`src/rtl/edge_event_arbiter.sv`:
```
// Serialises 1-cycle event pulses from N sources onto a single valid/ready channel
// using sticky pending flags, round-robin grant and per-source loss tracking.
module edge_event_arbiter #(
    parameter int unsigned N    = 4,
    parameter int unsigned ID_W = 2
) (
    input  logic            clk,
    input  logic            rst_n,
    input  logic [N-1:0]    evt_in,
    output logic            event_valid,
    output logic [ID_W-1:0] event_id,
    input  logic            event_ready,
    output logic [N-1:0]    pending,
    output logic [N-1:0]    overflow,
    input  logic            clr_overflow,
    output logic [7:0]      drop_cnt
);

    localparam int unsigned CNT_W = $clog2(N + 1);

    typedef enum logic {IDLE, OFFER} state_t;

    state_t          state, state_nxt;
    logic [ID_W-1:0] rr_ptr, rr_ptr_nxt, event_id_nxt;
    logic            event_valid_nxt;

    logic            handshake;
    logic [N-1:0]    hs_vec, lost, pending_nxt, overflow_nxt;
    logic [CNT_W-1:0] lost_cnt;
    logic [8:0]      drop_sum;
    logic [7:0]      drop_nxt;

    logic            grant_found;
    logic [ID_W-1:0] grant_idx;

    assign handshake = event_valid & event_ready;

    // Pending capture and loss detection; a pulse on the source being accepted is a new event.
    always_comb begin
        hs_vec   = '0;
        lost_cnt = '0;
        for (int unsigned i = 0; i < N; i++) begin
            hs_vec[i] = handshake && (event_id == ID_W'(i));
        end
        lost        = evt_in & pending & ~hs_vec;
        pending_nxt = evt_in | (pending & ~hs_vec);
        for (int unsigned i = 0; i < N; i++) begin
            lost_cnt = lost_cnt + CNT_W'(lost[i]);
        end
        drop_sum     = clr_overflow ? 9'(lost_cnt) : 9'(drop_cnt) + 9'(lost_cnt);
        drop_nxt     = (drop_sum > 9'd255) ? 8'hFF : drop_sum[7:0];
        overflow_nxt = clr_overflow ? lost : (overflow | lost);
    end

    // Round-robin search starting at rr_ptr with explicit wrap at N.
    always_comb begin
        int unsigned idx;
        logic [ID_W-1:0] cand;
        grant_found = 1'b0;
        grant_idx   = '0;
        idx         = 0;
        cand        = '0;
        for (int unsigned k = 0; k < N; k++) begin
            idx = 32'(rr_ptr) + k;
            if (idx >= N) begin
                idx = idx - N;
            end
            cand = ID_W'(idx);
            if (!grant_found && pending[cand]) begin
                grant_found = 1'b1;
                grant_idx   = cand;
            end
        end
    end

    // Offer FSM next-state and registered-output values.
    always_comb begin
        state_nxt       = state;
        event_valid_nxt = event_valid;
        event_id_nxt    = event_id;
        rr_ptr_nxt      = rr_ptr;
        case (state)
            IDLE: begin
                event_valid_nxt = 1'b0;
                if (grant_found) begin
                    event_id_nxt    = grant_idx;
                    event_valid_nxt = 1'b1;
                    state_nxt       = OFFER;
                end
            end
            OFFER: begin
                event_valid_nxt = 1'b1;
                if (event_ready) begin
                    event_valid_nxt = 1'b0;
                    rr_ptr_nxt      = (event_id == ID_W'(N - 1)) ? '0 : event_id + ID_W'(1);
                    state_nxt       = IDLE;
                end
            end
            default: begin
                state_nxt       = IDLE;
                event_valid_nxt = 1'b0;
            end
        endcase
    end

    always_ff @(posedge clk or negedge rst_n) begin
        if (!rst_n) begin
            state       <= IDLE;
            event_valid <= 1'b0;
            event_id    <= '0;
            rr_ptr      <= '0;
        end else begin
            state       <= state_nxt;
            event_valid <= event_valid_nxt;
            event_id    <= event_id_nxt;
            rr_ptr      <= rr_ptr_nxt;
        end
    end

    always_ff @(posedge clk or negedge rst_n) begin
        if (!rst_n) begin
            pending  <= '0;
            overflow <= '0;
            drop_cnt <= '0;
        end else begin
            pending  <= pending_nxt;
            overflow <= overflow_nxt;
            drop_cnt <= drop_nxt;
        end
    end

endmodule

```
`config.mk`:
```
export PLATFORM = sky130hd
export DESIGN_NAME = edge_event_arbiter
export DESIGN_NICKNAME = d
export VERILOG_FILES = /design/src/rtl/edge_event_arbiter.sv
export SDC_FILE = /design/constraint.sdc
export NUM_CORES = 1
export LEC_CHECK = 0
export ABC_CLOCK_PERIOD_IN_PS = 4800
export CAP_MARGIN = 10
export CORE_UTILIZATION = 40
export DETAILED_ROUTE_END_ITERATION = 8
export GPL_TIMING_DRIVEN = 0
export PLACE_DENSITY = 0.66
export SKIP_LAST_GASP = 1
export SLEW_MARGIN = 20
export SYNTH_ARGS = -nofsm -noshare
export SYNTH_HDL_FRONTEND = slang
export SYNTH_SLANG_ARGS = --single-unit
```
`constraint.sdc`:
```
create_clock -name clk -period 4.8 [get_ports clk]
set_input_delay 0.96 -clock clk [delete_from_list [all_inputs] [get_ports clk]]
set_output_delay 0.96 -clock clk [all_outputs]
set_load 0.03 [all_outputs]
```
==> run notes, run 1 <==
Entry: Yosys synthesis followed by OpenROAD place and route.

Timing:
- The run puts the pin slew with the least headroom to its limit at 484 ps.
- Endpoints with negative setup slack in the final report add up to 0.

Job:
- The run gives the number of max-cap violations as 0.

Run status:
- The checks that failed: design-rule violations.
- The run finished, with violations left.

Power:
- The switching component of the power was reported as approximately 330 µW.
- The run gives the logic gate share of total power as 0.529.
- The run puts the net switching share of the total power at 0.429.

Layout:
- The run gives the flop share of the area as 0.349.
- The run gives the portion of the layout cell area used by non-clock buffers as 0.169.
- The run gives the area used by sequential logic in the layout as 526 µm².

Route:
- Per the detail_route report, DRC violations left total 3.

GRT:
- The global routing stage identified its most utilized layer as met2.
- Entering global routing, the biggest net connects 22 pins.

Worst hold path:
- The endpoint of the worst hold path is reported as overflow[2]$_DFF_PN0_.

Yosys:
- The run puts the number of warnings reported in the yosys synthesis log at 0.
- The run gives the average cell area after synthesis as 10.1 µm².
- Per the synthesis report, the simple-gate share of the synthesized area is 0.131.
- The run gives the adder-cell share of the synthesized area as 0.128.
- The run gives the cell type with the largest total area after synthesis as dfrtp_1.

Clock network:
- The number of clock buffers added by TritonCTS is 3.
-- run 1: cell usage in the layout, fill, tap and decap left out, drive strengths merged --
cell type      count
clkdlybuf4s50     24
dfrtp             21
inv               15
a21oi             10
ha                 9
nand2              8
o21ai              8
nor2               7
a21o               5
nand3              4
clkbuf             4
buf                3
or2                3
and2               2
and3               2
mux2i              2
xnor2              2
o22ai              2
fa                 2
mux2               2
bufinv             1
nor2b              1
o2111ai            1
nand4              1
o31ai              1
xor2               1
nor3b              1
a31oi              1
a2bb2oi            1
nor3               1
nor4               1
a22oi              1
o2bb2ai            1
-- run 1: sequential cells by signal, summed over array words and instances (netlist names) --
register  count
drop_cnt      8
event_id      2
state         1
overflow      4
pending       4
rr_ptr        2
Run 1, close-up of the layout:
Scale bar: 10 µm. Window x 2 to 27, y 2 to 27 µm. Cells in gray, sequential cells in the stronger gray; small squares are vias.
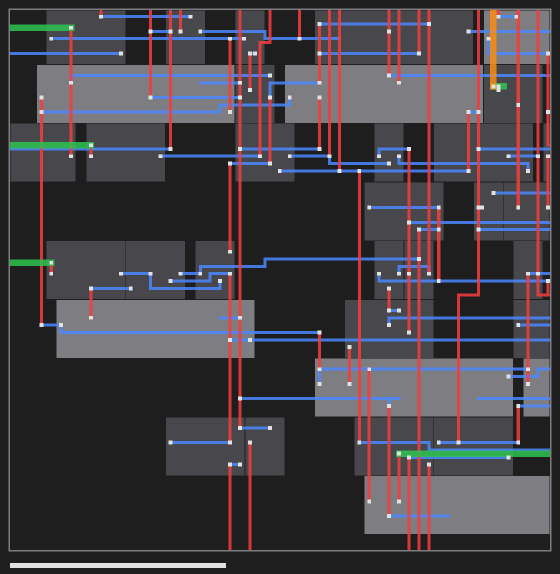
legend:
  blue:
    layer: M1
  green:
    layer: M3
  orange:
    layer: M4
  red:
    layer: M2
most frequent: clkdlybuf4s50_1 (8), dfrtp_1 (5)
sequential cells in the window: 5
cells with their middle in the window: 30
netlist names of flops here include: pending (2)

Run 1, routing congestion map:
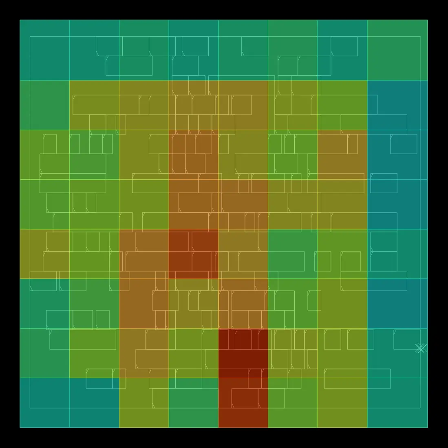
met3 Track Usage GR: 0.0300
overall global routing resource usage: 0.175
Routed WL per cell: 13.8 µm
met1 Resource Use GR: 0.248

Run 1, sequential cells grouped by signal name:
Scale bar: 20 µm. Other sequential cells in the stronger gray, the rest of the logic in the fainter gray.
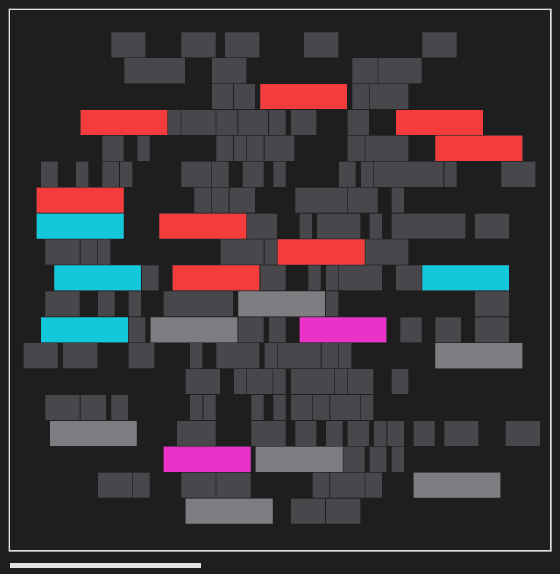
legend:
  cyan:
    name_in_the_netlist: overflow
    placed_flops: 4
  magenta:
    name_in_the_netlist: rr_ptr
    placed_flops: 2
  red:
    name_in_the_netlist: drop_cnt
    placed_flops: 8
not colored: 7

## Run 2: what changed since run 1
Settings changed: ABC_CLOCK_PERIOD_IN_PS 4800 to 3350, PLACE_DENSITY 0.66 to 0.68.
Clock period 4.8 ns to 3.35 ns, I/O delays scaled along.
==> run 2 against run 1 <==
  * The flow still finishes with violations (design-rule violations)
  * Total power up 60%
  * Flip-flop count unchanged
  * Global-route usage up 0.29 points
  * Critical endpoint unchanged
  * First-iteration DRC count up 29%
  * Synthesized cell count unchanged
  * Critical path depth down 3
  * Sequential power up 46%
  * Clock skew down 4.7 ps
  * Non-clock buffer count up 6
==> run notes, run 2 <==
Entry: Yosys synthesis followed by OpenROAD place and route.

Layout:
- The run gives the most common cell after layout, fill and taps aside as clkdlybuf4s50_1.
- The run gives the register with the highest flop count as drop_cnt.
- The run gives the area used by sequential logic in the layout as 526 µm² (unchanged).
- The number of flip-flops in the largest register came to 8 (unchanged).
- By instance count after routing, the leading logic cell types are clkdlybuf4s50_1 (23), dfrtp_1 (21), inv_1 (13).
- The run gives the area of the multi-input gates as 689 µm².
- The largest registers in the layout are drop_cnt (8), overflow (4), pending (4).

Timing:
- The run puts the total negative setup slack at 0 ps.
- The worst-case max-slew headroom was logged as 0.679.
- The run puts the pin slew with the least headroom to its limit at 481 ps (-2.45 ps).
- The run puts the number of setup violations in the final report at 0 (unchanged).
- The critical path in the final layout is reported with a setup slack of 145 ps.
- The run gives the final count of hold timing violations as 0.
- Setup repair after global routing left no endpoint under its margin.

Run status:
- The run finished, with violations left.
- The checks that failed: design-rule violations.

Job:
- The number of max-cap violations was 0 (unchanged).

Route:
- The post-detailed-route DRC marker count is 2 (-1).
- The run gives the detailed-routing wirelength on met1 as ~1200 µm.
- The run gives the post-detailed-route wirelength per cell as 14.4 µm (+4.8%).

Yosys:
- Ranked by instance count, the synthesized netlist is headed by dfrtp_1 (21), inv_1 (15), a21oi_1 (10), ha_1 (9), nand2_1 (8).
- Summed over all instances, the cell type with the most area after synthesis is dfrtp_1.
- The run puts the AND-OR/OR-AND share of the synthesized area at 0.175.
- The run gives the adder-cell share of the synthesized area as 0.128 (unchanged).
- The run gives the yosys-reported design area after synthesis as 0.00120 mm².
- The run gives the average cell area after synthesis as 10.1 µm² (unchanged).
- The number of warnings reported in the yosys synthesis log was 0 (unchanged).
- The run gives the number of distinct standard cells referenced by the synthesized netlist as 36.
- The run puts the number of standard cells after synthesis at 119.
- The run gives the flop and latch count out of synthesis as 21.

GRT:
- The run gives the overall global routing resource usage as 0.177 (+0.00285).
- The global routing usage on met1 was 0.237 (-0.0106).
- met2 is the most crowded layer.
- The run gives the routing usage on met3 as 0.0507 (+0.0207).
- The largest net degree at the start of global routing was 22 (unchanged).
- The run puts the via count of the first global-routing pass at 953.

Power:
- Per report_power, the top consumer among the power groups is combinational logic.
- The run puts the logic gate share of total power at 0.579 (+0.050).
- The run puts the switching power of the nets at 523 µW (+59%).
- The run puts the net switching share of the total power at 0.426 (-0.00293).
- The run gives the clock group share of total power as 0.101.

Clock network:
- The run gives the total CTS buffers as 3 (unchanged).

Die:
- 27 I/O pins were placed.
==> run 2: cell count changes in the layout (fill, tap and decap cells not counted), moves of 3 or more <==
cell,before,now
buf_4,0,7
nand3_1,4,1
ha_1,9,6
ha_4,0,3
nand2_1,8,5
==> run 2: what timing repair did <==
item                                    in CTS  in global routing
hold endpoints to repair                     0                  0
resized                                     11                 11
pin swaps                                    3                  7
buffers inserted                             4                  3
endpoints found under the setup margin       8                  6
==> run 2: final cells by class <==
| cell class | instances | share of cell area |
|---|---|---|
| sequential | 21 | 0.317 |
| timing repair buffer | 32 | 0.181 |
| multi-input combinational | 80 | 0.416 |
| inverter | 16 | 0.0445 |
| buffer | 1 | 0.00302 |
| tap | 31 | 0.0234 |
| clock buffer | 4 | 0.0158 |
Run 2, I/O nets highlighted:
Scale bar: 20 µm.
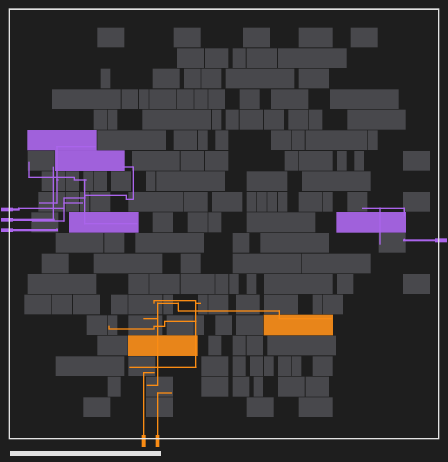
legend:
  orange:
    port: event_id
    bits: 2
    direction: output
    edge: bottom
    end_cells: 2
    buffers: 2
    wire: 93.2 µm
  purple:
    port: overflow
    bits: 4
    direction: output
    edge: 3 left, 1 right
    end_cells: 4
    buffers: 4
    wire: 104 µm

## Run 3: what changed since run 2
Settings changed: CAP_MARGIN 10 to default, CTS_BUF_LIST from default to sky130_fd_sc_hd__clkbuf_8, PLACE_DENSITY 0.68 to 0.71.
==> run 3 against run 2 <==
  * The run still ends with design-rule violations left
  * Hold slack improved by 190 ps
  * Non-clock buffer count fell by 2
  * Die size did not move
  * Combinational power rose by 3.1%
  * Routed wire length rose by 4.1%
  * Sequential share of layout area fell by 0.40 points
  * Design area rose by 1.3%
  * Via count fell by 2.8%
  * Setup slack got worse by 65 ps
  * Critical path depth did not move
  * Critical path type unchanged
  * Largest power group unchanged
==> run notes, run 3 <==
Entry: Yosys synthesis followed by OpenROAD place and route.

Run status:
- The flow ran to the end, but the final reports show violations.
- The final reports fail on design-rule violations.

Power:
- The run gives the main power-consuming group as combinational logic.
- The run puts the clock group share of total power at 0.131 (+0.030).
- The run gives the net switching share of the total power as 0.421 (-0.00450).
- The run puts the switching power of the nets at 547 µW (+4.6%).
- The logic gate share of total power is 0.565 (-0.014).

GRT:
- The run gives the routing usage on met3 as 0.0207 (-0.0300).
- The global routing usage on met1 came to 0.251 (+0.0135).
- In this run the most used layer during global routing was met2.
- The largest net degree at the start of global routing was 22 (unchanged).
- The run gives the via count of the first global-routing pass as 923 (-3.1%).

Layout:
- The largest cell class by area is combinational gates.
- The area used by sequential logic in the layout came to 526 µm² (unchanged).
- The flop share of the area is 0.313 (-0.00401).
- The run puts the number of clock buffers in the layout at 3 (-1).
- The count of flip-flops and latches is 21 (unchanged).
- The inverter tally of the final layout excluding the clock network came to 16 (unchanged).
- In the layout the commonest cells are clkdlybuf4s50_1 (24), dfrtp_1 (21), inv_1 (13).
- The run gives the register with the highest flop count as drop_cnt.
- The run puts the share of final layout cell area taken by clock buffers and inverters at 0.0276 (+0.0117).
- In the final layout, the registers with the most flip-flops are drop_cnt (8), overflow (4), pending (4).
- The run gives the number of signal-net buffers in the layout as 31 (-6.1%).
- The run puts the number of flip-flops in the largest register at 8 (unchanged).
- The multi-input gate share of the layout cell area is 0.417 (+0.00144).
- The run gives the number of logic gates as 80 (unchanged).

Timing:
- The run puts the final count of hold timing violations at 0 (unchanged).
- The pin slew with the least headroom to its limit was 918 ps (+437 ps).
- The post-route worst setup slack was 80.1 ps (-64.8 ps).
- Setup repair after global routing left no endpoint under its margin.
- The number of setup violations in the final report was 0 (unchanged).

Die:
- The run puts the count of inserted tapcells at 31 (unchanged).

Yosys:
- The run puts the yosys-reported design area after synthesis at 0.00120 mm² (unchanged).
- The run puts the number of standard cells after synthesis at 119 (unchanged).
- The run gives the number of warnings reported in the yosys synthesis log as 0 (unchanged).
- The run gives the number of distinct standard cells referenced by the synthesized netlist as 36 (unchanged).
- By count the netlist is led by dfrtp_1 (21), inv_1 (15), a21oi_1 (10), ha_1 (9), nand2_1 (8).
- The run puts the adder-cell share of the synthesized area at 0.128 (unchanged).
- The run puts the AND-OR/OR-AND share of the synthesized area at 0.175 (unchanged).
- The run puts the average cell area after synthesis at 10.1 µm² (unchanged).
- The run gives the most frequently used cell type in the post-synthesis netlist as dfrtp_1.
- The run puts the flop and latch count out of synthesis at 21 (unchanged).

Clock network:
- The count of buffers added by post-CTS timing repair for setup is 4 (unchanged).
- The run puts the number of cells upsized or downsized after cts at 12 (+1).
- The total CTS buffers is 3 (unchanged).

Job:
- The stage logs contain a warning count of 29.
- The number of max-cap violations is 0 (unchanged).

Route:
- The post-detailed-route DRC marker count came to 2 (unchanged).
- The run puts the detailed-routing wirelength on met1 at 1320 µm (+6.7%).
run 3: cell counts after synthesis:
Identical to the previous run, type by type.
run 3: worst paths after layout:
check                           depth (start not counted)                    end               startpoint  slack, ps
min in group asynchronous                               1   pending[0]$_DFF_PN0_                    rst_n        920
worst max register to register                         14  drop_cnt[1]$_DFF_PN0_  event_id[0]$_DFFE_PN0P_        200
worst max-delay path                                   12  drop_cnt[1]$_DFF_PN0_                evt_in[1]         80
worst min register to register                          1  overflow[2]$_DFF_PN0_    overflow[2]$_DFF_PN0_        490
max in group asynchronous                               1        state$_DFF_PN0_                    rst_n       1870
worst min-delay path                                    1  overflow[2]$_DFF_PN0_    overflow[2]$_DFF_PN0_        490
Run 3, I/O nets highlighted:
Scale bar: 20 µm.
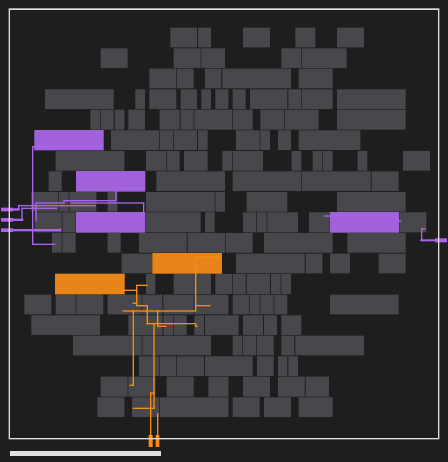
Ports: 27
number of buffers inserted by port buffering: 25

Power and IR drop assume default switching activity.
